### config.mk
export PLATFORM = sky130hd
export DESIGN_NAME = mem_arbiter
export DESIGN_NICKNAME = d
export VERILOG_FILES = /design/src/rtl/mem_arb_pkg.sv /design/src/rtl/mem_arb_pick.sv /design/src/rtl/mem_arbiter.sv
export SDC_FILE = /design/constraint.sdc
export NUM_CORES = 1
export LEC_CHECK = 0
export ABC_AREA = 1
export CORE_AREA = 2 2 206 208
export DETAILED_ROUTE_END_ITERATION = 12
export DIE_AREA = 0 0 208 210
export DONT_BUFFER_PORTS = 1
export GPL_ROUTABILITY_DRIVEN = 0
export GPL_TIMING_DRIVEN = 0
export PLACE_DENSITY = 0.4
export SLEW_MARGIN = 20
export SYNTH_ARGS = -nofsm -noshare
export SYNTH_HDL_FRONTEND = slang
export SYNTH_SLANG_ARGS = --single-unit
### constraint.sdc
create_clock -name clk -period 1.3 [get_ports clk]
set_input_delay 0.26 -clock clk [delete_from_list [all_inputs] [get_ports clk]]
set_output_delay 0.26 -clock clk [all_outputs]
set_load 0.01 [all_outputs]
### src/rtl/mem_arb_pkg.sv
// Shared types for the IFU / load-store memory-port arbiter.
// States, requester ids and the fixed fetch length.
package mem_arb_pkg;

  typedef enum logic [1:0] {
    IDLE,
    REQ,
    WAIT,
    RESP
  } state_e;

  typedef enum logic {
    OWN_IF,
    OWN_LS
  } owner_e;

  localparam logic [3:0] FETCH_WLEN = 4'd8;

endpackage

### src/rtl/mem_arb_pick.sv
// Grant selection between IFU and LSU requests.
// MEM_ARB_RR_EN selects round-robin, otherwise fixed LSU priority.
module mem_arb_pick
  import mem_arb_pkg::*;
(
  input  logic   if_req,
  input  logic   ls_req,
  input  owner_e last_owner,
  output logic   grant_valid,
  output owner_e grant_owner
);

  assign grant_valid = if_req | ls_req;

`ifdef MEM_ARB_RR_EN
  always_comb begin
    grant_owner = OWN_IF;
    if (if_req && ls_req) begin
      // On contention the requester served last time yields
      grant_owner = (last_owner == OWN_LS) ? OWN_IF : OWN_LS;
    end else if (ls_req) begin
      grant_owner = OWN_LS;
    end
  end
`else
  logic unused_last;
  assign unused_last = (last_owner == OWN_LS);

  always_comb begin
    grant_owner = OWN_IF;
    if (ls_req) begin
      grant_owner = OWN_LS;
    end
  end
`endif

endmodule

### src/rtl/mem_arbiter.sv
// Shares one 64-bit memory port between IFU fetches and LSU loads/stores.
// Build option: MEM_ARB_RR_EN enables round-robin arbitration.
module mem_arbiter
  import mem_arb_pkg::*;
(
  input  logic        clk,
  input  logic        rst,
  input  logic        if_req,
  input  logic [63:0] if_addr,
  output logic        if_done,
  output logic [63:0] if_rdata,
  input  logic        ls_req,
  input  logic        ls_wen,
  input  logic [63:0] ls_addr,
  input  logic [63:0] ls_wdata,
  input  logic [3:0]  ls_wlen,
  output logic        ls_done,
  output logic [63:0] ls_rdata,
  output logic        bus_valid,
  input  logic        bus_ready,
  output logic [63:0] bus_addr,
  output logic        bus_wen,
  output logic [63:0] bus_wdata,
  output logic [3:0]  bus_wlen,
  input  logic        bus_resp,
  input  logic [63:0] bus_rdata
);

  state_e      state_q, state_d;
  owner_e      owner_q, owner_d;
  owner_e      last_q, last_d;
  logic [63:0] addr_q, addr_d;
  logic        wen_q, wen_d;
  logic [63:0] wdata_q, wdata_d;
  logic [3:0]  wlen_q, wlen_d;
  logic [63:0] if_rdata_q, if_rdata_d;
  logic [63:0] ls_rdata_q, ls_rdata_d;

  logic   grant_valid;
  owner_e grant_owner;

  mem_arb_pick u_pick (
    .if_req      (if_req),
    .ls_req      (ls_req),
    .last_owner  (last_q),
    .grant_valid (grant_valid),
    .grant_owner (grant_owner)
  );

  always_comb begin
    state_d    = state_q;
    owner_d    = owner_q;
    last_d     = last_q;
    addr_d     = addr_q;
    wen_d      = wen_q;
    wdata_d    = wdata_q;
    wlen_d     = wlen_q;
    if_rdata_d = if_rdata_q;
    ls_rdata_d = ls_rdata_q;
    unique case (state_q)
      IDLE: begin
        if (grant_valid) begin
          state_d = REQ;
          owner_d = grant_owner;
          last_d  = grant_owner;
          if (grant_owner == OWN_LS) begin
            addr_d  = ls_addr;
            wen_d   = ls_wen;
            wdata_d = ls_wdata;
            wlen_d  = ls_wlen;
          end else begin
            addr_d  = if_addr;
            wen_d   = 1'b0;
            wdata_d = '0;
            wlen_d  = FETCH_WLEN;
          end
        end
      end
      REQ: begin
        if (bus_ready) begin
          state_d = WAIT;
        end
      end
      WAIT: begin
        if (bus_resp) begin
          state_d = RESP;
          // Stores complete without touching the load data
          if (owner_q == OWN_IF) begin
            if_rdata_d = bus_rdata;
          end else if (!wen_q) begin
            ls_rdata_d = bus_rdata;
          end
        end
      end
      RESP: begin
        state_d = IDLE;
      end
      default: begin
        state_d = IDLE;
      end
    endcase
  end

  always_ff @(posedge clk) begin
    if (rst) begin
      state_q    <= IDLE;
      owner_q    <= OWN_IF;
      last_q     <= OWN_IF;
      addr_q     <= '0;
      wen_q      <= 1'b0;
      wdata_q    <= '0;
      wlen_q     <= '0;
      if_rdata_q <= '0;
      ls_rdata_q <= '0;
    end else begin
      state_q    <= state_d;
      owner_q    <= owner_d;
      last_q     <= last_d;
      addr_q     <= addr_d;
      wen_q      <= wen_d;
      wdata_q    <= wdata_d;
      wlen_q     <= wlen_d;
      if_rdata_q <= if_rdata_d;
      ls_rdata_q <= ls_rdata_d;
    end
  end

  assign bus_valid = (state_q == REQ);
  assign bus_addr  = addr_q;
  assign bus_wen   = wen_q;
  assign bus_wdata = wdata_q;
  assign bus_wlen  = wlen_q;
  assign if_done   = (state_q == RESP) && (owner_q == OWN_IF);
  assign ls_done   = (state_q == RESP) && (owner_q == OWN_LS);
  assign if_rdata  = if_rdata_q;
  assign ls_rdata  = ls_rdata_q;

endmodule

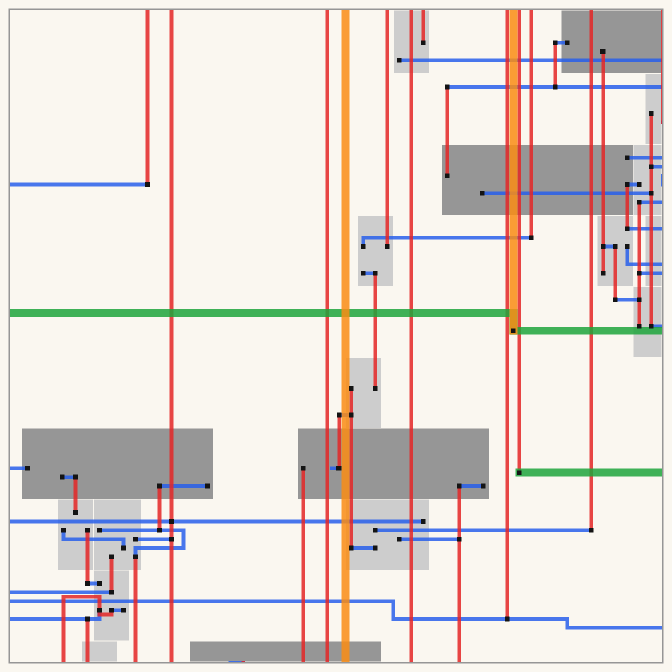
zoom.png
Region (144, 40) to (169, 65) um. Cells in gray, sequential cells in the stronger gray; small squares are vias.
met3: shown in green. met2: shown in red. met4: shown in orange. met1: shown in blue.
Sequential cells in the window: 4. 14 logic cells have their middle in the window. Most frequent: nor2_1 (7), dfxtp_1 (4). Netlist names of flops here include `if_rdata` (3), `bus_addr` (1).

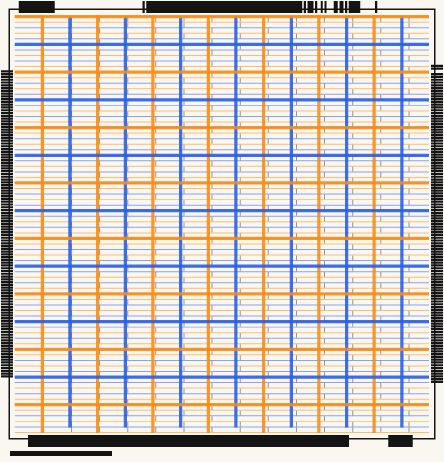
pdn.png
The bar under the picture is 50 um long. Pins as bars on the die edge. Tap cells in gray.
VDD: shown in blue. VSS: shown in orange.
15 straps on met5. The core has 75 rows. 14 straps on met4.

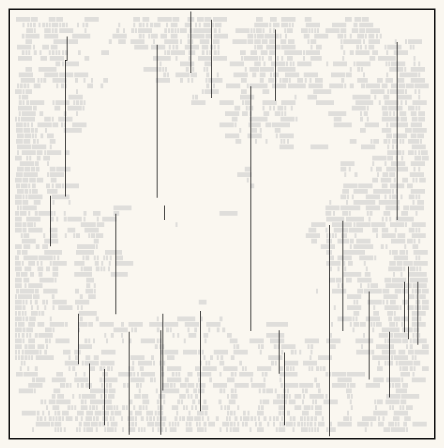
met4.png
Cells faint in the background.
The longest straight run is 120 um. 15 nets have wire on it. The wires run mostly vertical.

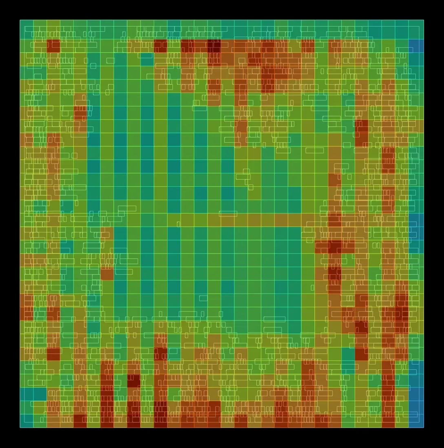
final_congestion.png
global-route met3 utilization: 0.0551
met2 Usage GRT: 0.315

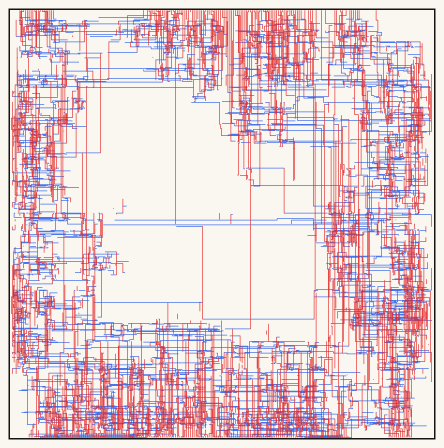
metal_stack.png
Two of the layers only.
met1: shown in blue, wire length 15600 um. met2: shown in red, wire length 20.5 mm.

==> run_results.csv <==
group,metric,value,unit
global_route,number_of_antenna_violations_at_the_first_check_in_global_routing,0,
placed_design,dp_hpwl,28.8,mm
timing,setup_failing_eps_final,255,
clocking,cts.htree.levels,1,
clocking,root_buffer_selected_by_cts,"sky130_fd_sc_hd__clkbuf_16",
cells_and_area,drive_above_1_share,0.204,
worst_setup_path,crit_path_cell_trace,"ha_4 > inv_2 > nor2_4",
yosys,synthDominantCellAreaShare,0.517,
worst_setup_path,regToRegSetupSlack,-0.18,ns
hold_path,hold_path_startpoint,"if_addr[1]",
timing,slew_violations,0,
job,cap_violations,0,
timing,final_critical_path_setup_slack,-0.212,ns
power,pwr.group.clock,9.23,mW
worst_setup_path,cp_data_required_time,1.04,ns
power,power.group.top,"registers",
detailed_routing,routed.top_layer,"met4",
clocking,cts.clk_slew.worst_paths,0.06,ns
timing,rsz0062_at_grt,"true",
detailed_routing,drt_pass1_iterations,7,
hold_path,hold_path_class,"in -> reg",
global_route,grt_start_max_net_pins,16,
detailed_routing,route.detailed.vias_per_inst,4.55,
yosys,top_logic_kind,"simple AND/OR/NAND/NOR gates",
global_route,final_global_route_overflow_total,0,
yosys,synth-edff-count,0,
floorplanning,core_area,41500,sq um
global_route,grt_most_used_layer,"met2",
power,powerDensity,1850,nW/um^2
worst_setup_path,worstSetupEndpointType,"primary output",
detailed_routing,initialDrtViolationCount,433,
yosys,most_common_cell,"sky130_fd_sc_hd__nor2_1",
yosys,largest_area_cell,"sky130_fd_sc_hd__dfxtp_1",
clocking,cts_hold_buf,224,
worst_setup_path,r2r_cells,9,
power,total_power,29.2,mW
timing,tns,-24.00,ns
worst_setup_path,critical_path.max_stage_delay,0.39,ns
power,max-vdd-ir-drop,0.000958,V
yosys,postSynth.asyncResetShare,0,
yosys,yosys_area,10200,sq um
power,combinationalPower,7.99,mW
cells_and_area,layout.filler_cells,4287,
clocking,worstSkewPairLatency,0.59,ns
worst_setup_path,count_of_buffer_and_inverter_cells_on_the_critical_path,1,
hold_path,worstHoldPathCells,4,
floorplanning,io-pin-count,531,
timing,worst_skew,0.0314,ns
detailed_routing,met3_wire_length,3.28,mm
global_route,first_global_vias,10078,
detailed_routing,detailroute.wirelength.met2,20.5,mm
cells_and_area,design.final.nets,1930,
worst_setup_path,rr_endpoint,"bus_addr[19]",
global_route,grt_first_pass_wirelength,60.1,mm
floorplanning,die_ar,43700,sq um
clocking,cts_tree,"done",
yosys,post_synth_main_area_contributors,"sky130_fd_sc_hd__dfxtp_1 52%, sky130_fd_sc_hd__nor2_1 14%, sky130_fd_sc_hd__o21ai_0 9.7%, sky130_fd_sc_hd__nand2_1 6.9%, sky130_fd_sc_hd__o21ai_1 2.9%",
cells_and_area,logic_area,4750,sq um
power,share_seq_of_total_power,0.410,
yosys,synth.avg_cell_area,7.40,sq um
power,total_leakage_power,6.44,nW
timing,report.final.hold_viol_count,0,
detailed_routing,vias,10109,
worst_setup_path,cp.arrival,1.25,ns
detailed_routing,routedWlPerCell,18.3,um
worst_setup_path,slowest_stage,"sky130_fd_sc_hd__dfxtp_4",
global_route,met1_usage,0.198,
power,pwr.group.sequential,12.0,mW
timing,final.period_utilization,1.16,
yosys,yosysWarnings,0,
yosys,synth_area,10200,sq um
worst_setup_path,timing.critical_path.depth,3,
yosys,post_synth_inst_count,1380,
status,failing_checks,"negative setup slack",
yosys,synth-compound-area-share,0.167,
yosys,synth-main-ff-cell,"sky130_fd_sc_hd__dfxtp_1",
worst_setup_path,worstReg2RegStart,"state_q[1]",
cells_and_area,layout-area-overhead-vs-synth,54.4,%
cells_and_area,diodes,0,
status,run_status,"finished, violations left",
detailed_routing,m1WireLength,15.6,mm
clocking,post-cts-setup-buffers,5,
power,netSwitchingFraction,0.349,
timing,period_minus_slack,1.51,ns
-- cells by family (layout without fill, tap and decap cells) --
| group | count (synthesis) | in the layout |
|---|---|---|
| simple gates | 609 | 609 |
| compound gates | 326 | 326 |
| flops | 264 | 264 |
| buf+inv | 176 | 479 |
| fa+ha+maj | 5 | 5 |
-- cell type report --
| cell class | count | area share |
|---|---|---|
| clock inverter | 8 | 0.00952 |
| buffer | 97 | 0.0624 |
| tap | 539 | 0.0428 |
| timing repair buffer | 245 | 0.169 |
| sequential | 264 | 0.336 |
| clock buffer | 50 | 0.0594 |
| inverter | 79 | 0.0202 |
| multi-input combinational | 940 | 0.301 |
-- sequential cells by signal, indices dropped and copies added, names as in the netlist --
| name | cells |
|---|---|
| ls_rdata | 64 |
| bus_addr | 64 |
| bus_wen | 1 |
| bus_wdata | 64 |
| owner_q | 1 |
| if_rdata | 64 |
| state_q | 2 |
| bus_wlen | 4 |
-- worst max-delay path by stage --
stage | from | to | slack, ns
3_5_place_dp | rst | if_rdata[60] | -0.70
4_1_cts | state_q[1] | if_done | -0.26
3_3_place_gp | rst | if_rdata[58] | -0.59
2_1_floorplan | state_q[1] | bus_addr[0] | 0.003
5_1_grt | state_q[1] | bus_valid | -0.27
6_report | state_q[1] | if_done | -0.21
-- metrics by stage --
step | instance area [sq um] | cells | setup slack [ns] | utilization
floorplan | 10300 | 1380 | 0.00325 | -
global placement | 10900 | 1919 | -0.591 | 0.264
detailed placement | 10900 | 1919 | -0.702 | 0.264
CTS | 15200 | 2216 | -0.264 | 0.366
global route | 15800 | 2222 | -0.267 | 0.380
finish | 15800 | 2222 | -0.212 | 0.380
No activity file was given, so power comes from the tool's default toggle rates.
